**Power grid**

Bar = 20 µm. Pins as bars on the die edge.
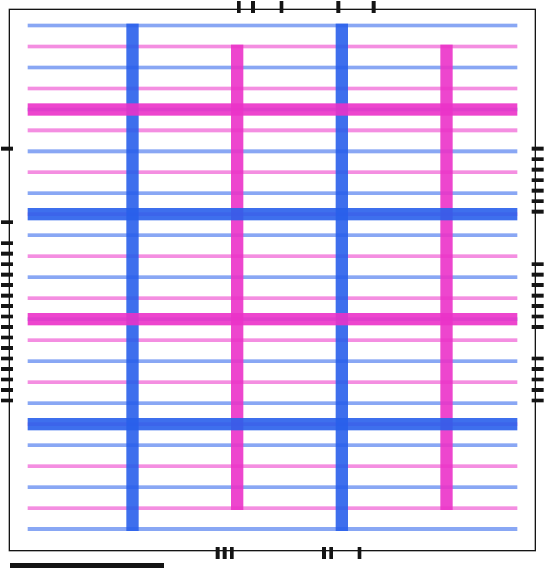
**Placement by cell class**

Bar = 20 µm.
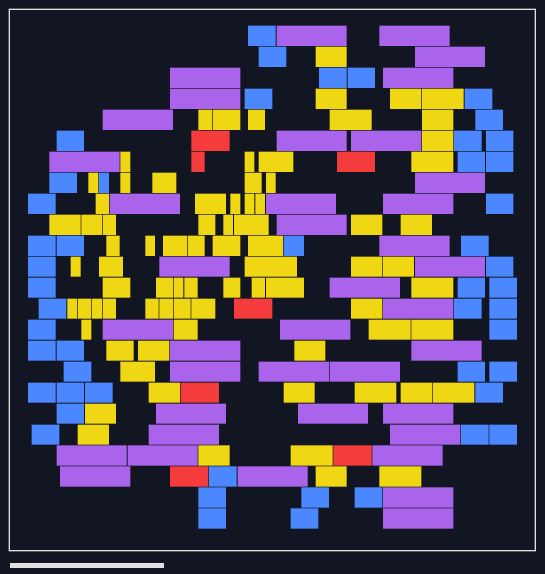
**Routed clock nets over the placement**

Bar = 20 µm.
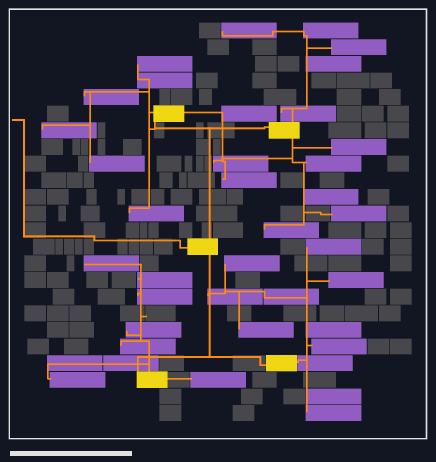
**Signal wires by layer**

Two of the layers only.
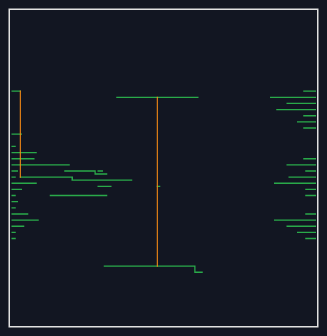
$ cat src/rtl/unidade_busca_pkg.sv
// Shared definitions for the two-byte instruction fetch unit.
package unidade_busca_pkg;

    // Default memory geometry.
    localparam int unsigned DATA_WIDTH_DEF  = 8;
    localparam int unsigned ADDR_WIDTH_DEF  = 6;
    // An instruction is two consecutive memory bytes.
    localparam int unsigned INSTR_WIDTH_DEF = 2 * DATA_WIDTH_DEF;

    // Fetch FSM state encoding.
    typedef logic [1:0] state_t;
    localparam state_t ST_REQ_HI = 2'd0;  // issue address of the first byte
    localparam state_t ST_REQ_LO = 2'd1;  // first byte returns, issue second address
    localparam state_t ST_CAP_LO = 2'd2;  // second byte returns, assemble instruction
    localparam state_t ST_VALID  = 2'd3;  // present instruction until accepted

endpackage

$ cat src/rtl/unidade_busca_pc.sv
// Program counter: async reset, load beats increment, wraps modulo 2**ADDR_WIDTH.
module contador_pc #(
    parameter int unsigned ADDR_WIDTH = 6
) (
    input  logic                  clock,
    input  logic                  reset,
    input  logic                  load,
    input  logic [ADDR_WIDTH-1:0] load_value,
    input  logic                  inc,
    output logic [ADDR_WIDTH-1:0] count
);

    localparam logic [ADDR_WIDTH-1:0] One = {{(ADDR_WIDTH-1){1'b0}}, 1'b1};

    logic [ADDR_WIDTH-1:0] r_count;

    // Counter register; natural overflow of the adder gives the wrap to 0.
    always_ff @(posedge clock or posedge reset) begin
        if (reset) begin
            r_count <= '0;
        end else if (load) begin
            r_count <= load_value;
        end else if (inc) begin
            r_count <= r_count + One;
        end
    end

    assign count = r_count;

endmodule

$ cat src/rtl/unidade_busca.sv
// Fetch unit: reads two bytes per instruction from a synchronous memory
// and presents them with a valid/ready handshake.
module unidade_busca
    import unidade_busca_pkg::*;
#(
    parameter int unsigned DATA_WIDTH = DATA_WIDTH_DEF,
    parameter int unsigned ADDR_WIDTH = ADDR_WIDTH_DEF
) (
    input  logic                    clock,
    input  logic                    reset,
    output logic [ADDR_WIDTH-1:0]   mem_addr,
    input  logic [DATA_WIDTH-1:0]   mem_data,
    input  logic                    jump,
    input  logic [ADDR_WIDTH-1:0]   jump_addr,
    input  logic                    halt,
    output logic [2*DATA_WIDTH-1:0] instr,
    output logic [ADDR_WIDTH-1:0]   instr_pc,
    output logic                    instr_valid,
    input  logic                    instr_ready
);

    state_t                  r_state;
    logic [DATA_WIDTH-1:0]   r_hi;
    logic [2*DATA_WIDTH-1:0] r_instr;
    logic [ADDR_WIDTH-1:0]   r_instr_pc;
    logic                    r_valid;

    logic [ADDR_WIDTH-1:0]   w_pc;
    logic                    w_pc_inc;

    // PC advances when a byte address is consumed: starting a fetch or issuing the low byte.
    always_comb begin
        w_pc_inc = 1'b0;
        if (!jump) begin
            w_pc_inc = ((r_state == ST_REQ_HI) && !halt) || (r_state == ST_REQ_LO);
        end
    end

    contador_pc #(
        .ADDR_WIDTH (ADDR_WIDTH)
    ) u_pc (
        .clock      (clock),
        .reset      (reset),
        .load       (jump),
        .load_value (jump_addr),
        .inc        (w_pc_inc),
        .count      (w_pc)
    );

    // Fetch FSM and instruction holding registers; jump overrides everything.
    always_ff @(posedge clock or posedge reset) begin
        if (reset) begin
            r_state    <= ST_REQ_HI;
            r_hi       <= '0;
            r_instr    <= '0;
            r_instr_pc <= '0;
            r_valid    <= 1'b0;
        end else if (jump) begin
            r_state <= ST_REQ_HI;
            r_valid <= 1'b0;
        end else begin
            case (r_state)
                ST_REQ_HI: begin
                    if (!halt) begin
                        r_instr_pc <= w_pc;
                        r_state    <= ST_REQ_LO;
                    end
                end
                ST_REQ_LO: begin
                    r_hi    <= mem_data;
                    r_state <= ST_CAP_LO;
                end
                ST_CAP_LO: begin
                    r_instr <= {r_hi, mem_data};
                    r_valid <= 1'b1;
                    r_state <= ST_VALID;
                end
                default: begin
                    if (instr_ready) begin
                        r_valid <= 1'b0;
                        r_state <= ST_REQ_HI;
                    end
                end
            endcase
        end
    end

    assign mem_addr    = w_pc;
    assign instr       = r_instr;
    assign instr_pc    = r_instr_pc;
    assign instr_valid = r_valid;

endmodule

$ cat config.mk
export PLATFORM = sky130hd
export DESIGN_NAME = unidade_busca
export DESIGN_NICKNAME = d
export VERILOG_FILES = /design/src/rtl/unidade_busca_pkg.sv /design/src/rtl/unidade_busca_pc.sv /design/src/rtl/unidade_busca.sv
export SDC_FILE = /design/constraint.sdc
export NUM_CORES = 1
export LEC_CHECK = 0
export CAP_MARGIN = 20
export CORE_AREA = 2 2 66 68
export CTS_BUF_LIST = sky130_fd_sc_hd__clkbuf_8
export CTS_CLUSTER_DIAMETER = 100
export DETAILED_ROUTE_END_ITERATION = 16
export DIE_AREA = 0 0 68 70
export PLACE_DENSITY = 0.77
export RECOVER_POWER = 50
export SETUP_SLACK_MARGIN = 0.1
export SLEW_MARGIN = 20
export SYNTH_ARGS = -nofsm -noshare
export SYNTH_HDL_FRONTEND = slang
export SYNTH_HIERARCHICAL = 1
export SYNTH_SLANG_ARGS = --single-unit
$ cat constraint.sdc
create_clock -name clock -period 4.68 [get_ports clock]
set_input_delay 0.936 -clock clock [delete_from_list [all_inputs] [get_ports clock]]
set_output_delay 0.936 -clock clock [all_outputs]
set_load 0.01 [all_outputs]
==> Changelog: implementation <==
## Flow update

- Outcome: complete, but fails checks
- Failing checks: capacitance limit, slew limit
- Placed cell count: 219
- Hold Vio Cnt, Final: 0
- Placed Area: 2240 µm²
- Worst setup path start: jump
- Log Warnings: 28
- CP Max Fanout: 21
- Grt met3 use: 0.0499
- Resized Gates After CTS: 0
- Flop Count: 39
- Max-cap check violation count: 1
- Initial antenna violation count: 0
- Worst Path Buf+Inv: 1
- Main power group: combinational logic
- Clock sinks: 39
- Filler instances: 337
- Via count of the first global-routing pass: 1244
- Arrival @ worst endpoint: 3.08 ns
- Yosys top cell by area: dfrtp_1
- Post-Syn Area: 1750 µm²
- CLK BUF: 6
- Max Slew Vio Count: 34
- DR pass1 iterations: 4
- IO buf count: 47
- Switch Pwr: 0.419 mW
- HP Start: instr[2]
- Via-to-Cell Ratio: approximately 5.0
- Setup WS pre-CTS: 1.47 ns
- Non-clk buf share: 0.208
- # H-tree levels: 2
- Sequential power: 0.578 mW
- Die ar.: 4760 µm²
- Crit end category: flop
- Reg2reg end: u_pc/count[5]
- Post-Layout Cell Count: between 200 and 250
- Area grow syn2layout: 32.4%
- Crit path max-delay family: simple AND/OR/NAND/NOR gates
- Total power: 1.39 mW
- Area fraction in compound gates: 0.0286
## Picture notes: 'power grid'
| colour | net |
|---|---|
| magenta | VDD |
| blue | VSS |
signal pins: 48
rows: 24
met4 straps: 4

## Picture notes: 'placement by cell class'
| colour | class | cells |
|---|---|---|
| blue | remaining buffers and delay cells | 49 |
| yellow | remaining logic cells | 79 |
| purple | registers | 39 |
| red | clock drivers and dummy loads | 7 |

## Picture notes: 'routed clock nets over the placement'
[orange] clock wires | length: 441 µm
[purple] flip-flops | count: 39
[yellow] clock-net drivers | count: 5
routed clock nets: 6

## Picture notes: 'signal wires by layer'
| colour | layer | wire length |
|---|---|---|
| orange | M4 | 56.4 µm |
| green | M3 | 234 µm |

Power is estimated from default activity; no workload was simulated.
